[src/rtl/pipe_skid_if.sv]
// ---------------------------------------------------------------------------
// pipe_skid_if
// Valid/ready stream bundle for one pipe_skid_reg stage: the upstream
// (in_*) channel and the downstream (out_*) channel.
//
//   in_valid  : upstream offers in_data
//   in_ready  : stage accepts in_data this cycle
//   in_data   : upstream payload, DATA_W bits
//   out_valid : out_data holds a live entry
//   out_ready : downstream accepts out_data this cycle
//   out_data  : payload presented downstream, DATA_W bits
//
// Modports:
//   slave  - the register stage itself (consumes in_*, produces out_*)
//   master - the environment around it (produces in_*, consumes out_*)
// ---------------------------------------------------------------------------
interface pipe_skid_if #(
    parameter int DATA_W = 32
);
    logic              in_valid;
    logic              in_ready;
    logic [DATA_W-1:0] in_data;
    logic              out_valid;
    logic              out_ready;
    logic [DATA_W-1:0] out_data;

    modport slave (
        input  in_valid,
        input  in_data,
        output in_ready,
        output out_valid,
        output out_data,
        input  out_ready
    );

    modport master (
        output in_valid,
        output in_data,
        input  in_ready,
        input  out_valid,
        input  out_data,
        output out_ready
    );
endinterface

[src/rtl/pipe_skid_reg.sv]
// ---------------------------------------------------------------------------
// pipe_skid_reg
// Two-entry pipeline register with a skid buffer. The main entry drives the
// downstream channel directly from flops; the skid entry catches the beat
// that was already in flight when downstream backpressure appeared, so
// in_ready can be a registered signal (apart from stall/flush gating).
// Supports a global freeze (stall) and a pipeline kill (flush) that loads a
// NOP payload into the main entry and counts discarded live entries.
//
// Ports:
//   clk         : sole clock, rising edge
//   rst         : asynchronous, active-high reset; clears all state
//   stall       : freeze; every register holds
//   flush       : kill all buffered entries (ignored while stall=1)
//   bus         : pipe_skid_if.slave stream bundle (in_* / out_*)
//   occupancy   : live entries held, 0..2
//   discard_cnt : saturating count of live entries killed by flush
// ---------------------------------------------------------------------------
module pipe_skid_reg #(
    parameter int                 DATA_W    = 32,
    parameter logic [DATA_W-1:0]  NOP_VALUE = DATA_W'(32'h00000013),
    parameter int                 CNT_W     = 8
) (
    input  logic             clk,
    input  logic             rst,
    input  logic             stall,
    input  logic             flush,
    pipe_skid_if.slave       bus,
    output logic [1:0]       occupancy,
    output logic [CNT_W-1:0] discard_cnt
);

    logic              main_valid;
    logic [DATA_W-1:0] main_data;
    logic              skid_valid;
    logic [DATA_W-1:0] skid_data;

    logic in_fire;
    logic out_fire;
    logic main_free;

    // Add 0..2 discarded entries to the counter, clamping at all-ones.
    // One extra bit is enough because the increment never exceeds 2 and the
    // counter never exceeds its own maximum.
    function automatic logic [CNT_W-1:0] sat_add(
        input logic [CNT_W-1:0] cnt,
        input logic [1:0]       inc
    );
        logic [CNT_W:0] sum;
        sum = {1'b0, cnt} + (CNT_W+1)'(inc);
        if (sum[CNT_W]) begin
            return '1;
        end
        return sum[CNT_W-1:0];
    endfunction

    // A full skid entry is the only registered reason to refuse a beat;
    // stall and flush gate it combinationally so no beat is taken on a cycle
    // where it would be frozen out or killed.
    assign bus.in_ready = !skid_valid && !stall && !flush;

    assign in_fire   = bus.in_valid && bus.in_ready;
    assign out_fire  = main_valid && bus.out_ready && !stall;
    assign main_free = !main_valid || out_fire;

    // Outputs come straight from the main entry: no in-to-out comb path.
    assign bus.out_valid = main_valid;
    assign bus.out_data  = main_data;
    assign occupancy     = {1'b0, main_valid} + {1'b0, skid_valid};

    // Main/skid entries and discard counter
    always_ff @(posedge clk or posedge rst) begin
        if (rst) begin
            main_valid  <= 1'b0;
            main_data   <= '0;
            skid_valid  <= 1'b0;
            skid_data   <= '0;
            discard_cnt <= '0;
        end else if (!stall) begin
            if (flush) begin
                // skid_data is left alone: its valid bit is what matters.
                main_valid  <= 1'b0;
                skid_valid  <= 1'b0;
                main_data   <= NOP_VALUE;
                discard_cnt <= sat_add(discard_cnt, occupancy);
            end else if (main_free) begin
                // The skid beat is older than anything arriving now, so it
                // goes first; in_ready is low while skid is full, so no new
                // beat can be accepted on this edge in that case.
                if (skid_valid) begin
                    main_data  <= skid_data;
                    main_valid <= 1'b1;
                    skid_valid <= 1'b0;
                end else if (in_fire) begin
                    main_data  <= bus.in_data;
                    main_valid <= 1'b1;
                end else begin
                    main_valid <= 1'b0;
                end
            end else if (in_fire) begin
                // Main is blocked downstream: park the in-flight beat.
                skid_data  <= bus.in_data;
                skid_valid <= 1'b1;
            end
        end
    end

endmodule

[src/flat_wrapper.sv]
// flat-port wrapper written by rule: the top's interface ports become plain ports
module pipe_skid_reg_flat 
#(
    parameter int                 DATA_W    = 32,
    parameter logic [DATA_W-1:0]  NOP_VALUE = DATA_W'(32'h00000013),
    parameter int                 CNT_W     = 8
)
  (clk, rst, stall, flush, occupancy, discard_cnt, bus_in_valid, bus_in_data, bus_in_ready, bus_out_valid, bus_out_data, bus_out_ready);
  pipe_skid_if #(.DATA_W(DATA_W)) bus_i ();
  input  logic clk;
  input  logic rst;
  input  logic stall;
  input  logic flush;
  output logic [1:0] occupancy;
  output logic [CNT_W-1:0] discard_cnt;
  input wire logic [$bits(bus_i.in_valid)-1:0] bus_in_valid;
  input wire logic [$bits(bus_i.in_data)-1:0] bus_in_data;
  output wire logic [$bits(bus_i.in_ready)-1:0] bus_in_ready;
  output wire logic [$bits(bus_i.out_valid)-1:0] bus_out_valid;
  output wire logic [$bits(bus_i.out_data)-1:0] bus_out_data;
  input wire logic [$bits(bus_i.out_ready)-1:0] bus_out_ready;
  assign bus_i.in_valid = bus_in_valid;
  assign bus_i.in_data = bus_in_data;
  assign bus_in_ready = bus_i.in_ready;
  assign bus_out_valid = bus_i.out_valid;
  assign bus_out_data = bus_i.out_data;
  assign bus_i.out_ready = bus_out_ready;
  pipe_skid_reg #(.DATA_W(DATA_W), .NOP_VALUE(NOP_VALUE), .CNT_W(CNT_W)) u_core (.clk(clk), .rst(rst), .stall(stall), .flush(flush), .bus(bus_i), .occupancy(occupancy), .discard_cnt(discard_cnt));
endmodule
[config.mk]
export PLATFORM = sky130hd
export DESIGN_NAME = pipe_skid_reg_flat
export DESIGN_NICKNAME = d
export VERILOG_FILES = /design/src/rtl/pipe_skid_if.sv /design/src/rtl/pipe_skid_reg.sv /design/src/flat_wrapper.sv
export SDC_FILE = /design/constraint.sdc
export NUM_CORES = 1
export LEC_CHECK = 0
export CORE_MARGIN = 2
export CORE_UTILIZATION = 45
export CTS_BUF_LIST = sky130_fd_sc_hd__clkbuf_8
export CTS_CLUSTER_SIZE = 20
export DETAILED_ROUTE_END_ITERATION = 16
export HOLD_SLACK_MARGIN = 0.05
export PLACE_DENSITY_LB_ADDON = 0.1
export SYNTH_ARGS = -nofsm -noshare
export SYNTH_HDL_FRONTEND = slang
export SYNTH_SLANG_ARGS = --single-unit
[constraint.sdc]
create_clock -name clk -period 2 [get_ports clk]
set_input_delay 0.2 -clock clk [delete_from_list [all_inputs] [get_ports clk]]
set_output_delay 0.2 -clock clk [all_outputs]
set_load 0.03 [all_outputs]
Fig. 1: clock routing
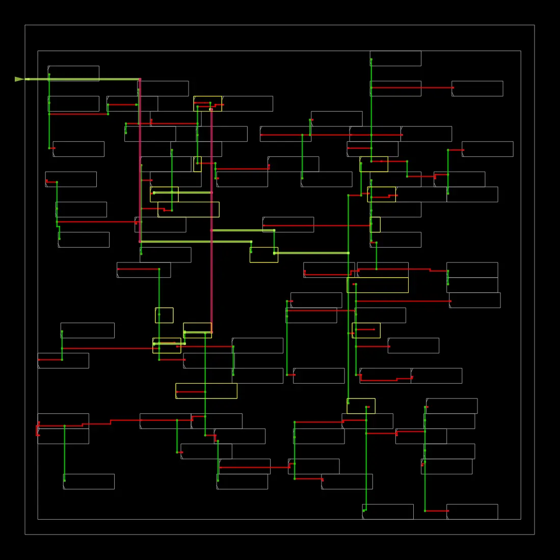
registers: 74
Sink Count: 74
clk_buf instances: 9

Fig. 2: metal layers overlaid
Scale bar: 20 um. Only two layers are drawn.
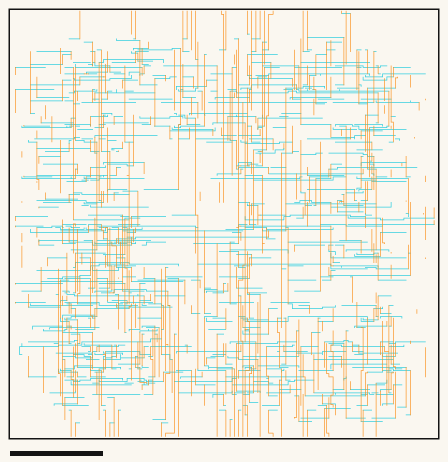
layer	colour	wire length
metal 1	cyan	3400 um
metal 2	orange	3220 um
routed wire length: 6930 um
All-Layer GR Usage: 17.4%
DR vias: 2224

==> deck_impl_summary.md <==
Synthesis and Place & Route Summary

Layout
  • Logic Gate Count: 146
  • Non-clock buffers: 102
  • Post-route cell area: 4730 um2
  • Logic area: 1460 um2
  • NonClk Buf Share: 21.8%
  • Sequential cell area share: 39.2%
  • Fin util: 64.5%
  • Most frequent cells in the layout: 80 x clkdlybuf4s50_1, 72 x dfrtp_1, 31 x mux2_4
  • Fin nets: 381

Worst setup path
  • Worst r2r src: u_core.bus.out_valid
  • Critical path type: flip-flop to flip-flop
  • Critical R2R Capture: u_core.discard_cnt[6]
  • Startpoint Class: flip-flop
  • Crit-path max FO: 2
  • Bufs and invs on worst path: 1
  • Critical Path AT: 2220 ps
  • Worst Setup End Kind: flip-flop
  • Crit path depth: 7
  • CP top delay family: adder cells

Outcome
  • Failing checks: setup timing
  • Outcome: finished with violations

Global routing
  • Met3 usage: 3.20%
  • Vias in the first global route: 2307
  • Met1 global-route usage: 25.1%
  • Met2 Track Usage GR: 26.5%
  • First-pass GRT wire length: 11600 um
  • Layer with the highest usage: met2

Power
  • Clk. pwr: 1.34 mW
  • Largest power group: sequential cells
  • Power Total: 4.53 mW
  • Combinational power: 1.25 mW

CTS
  • Root Buffer: clkbuf_8
  • Hold buffers post-CTS: 0
  • Worst skew pair latency: 330 ps
  • Clock Path Buffers: 2
  • CTS tree: built
  • PostCTS Resize Cnt: 5
  • CTS buffer count: 9
  • Setup bufs post-CTS: 1

Die
  • Starting Density: 47.2%
  • Die X: 91.7 um
  • Area of the core: 7330 um2

Detailed routing
  • Top layer in use: met4
  • WL met1: 3400 um
  • Drt first pass iters: 4
  • DRC Markers: 0
  • Met3 WL: 243 um
  • Post-DRT Antenna Nets: 0

STA
  • Worst Skew: 7.09 ps
  • Setup TNS: -4.51 ps
  • Final worst path period share: 100%
  • Slew margin rel.: 69.8%
  • Final setup viols: 1
  • Final setup margin: -4.51 ps

Synth
  • Floorplan Nets: 284
  • Yosys Chip Area: 3460 um2
  • Ys cells: 242
  • Cell area leaders: dfrtp_1 54%, mux2_4 13%, mux2i_1 8.4%
  • Post-synth EDFFs: 0
  • Dominant comb cell: multiplexers
  • And+or+nand+nor area frac: 5.46%
  • Compound Share, Synth: 10.3%

Placed design
  • Placed cell areas: 4470 um2
  • Cells after DPL: 426
  • HPWL Detailed: 4830 um
  • PortBufs: 81

Worst hold path
  • Worst hold path type: input port to asynchronous set/reset pin
Fig. 3: floorplan with the power grid
Scale bar: 20 um. Pins as bars on the die edge.
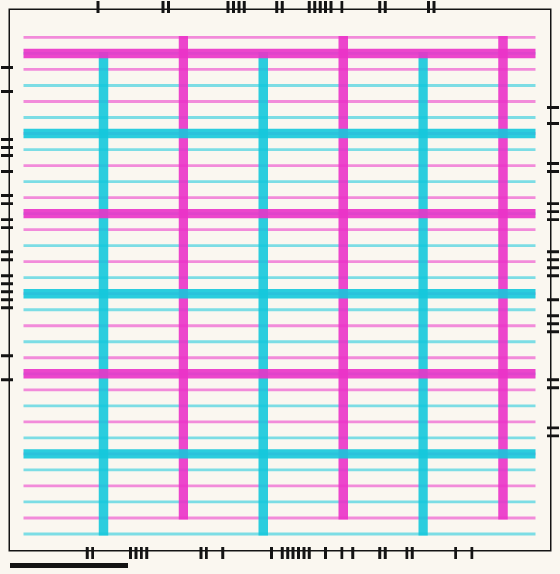
net	colour
VDD	magenta
VSS	cyan
signal pins	82
rows	31
met5 straps	6

Power and IR drop assume default switching activity.
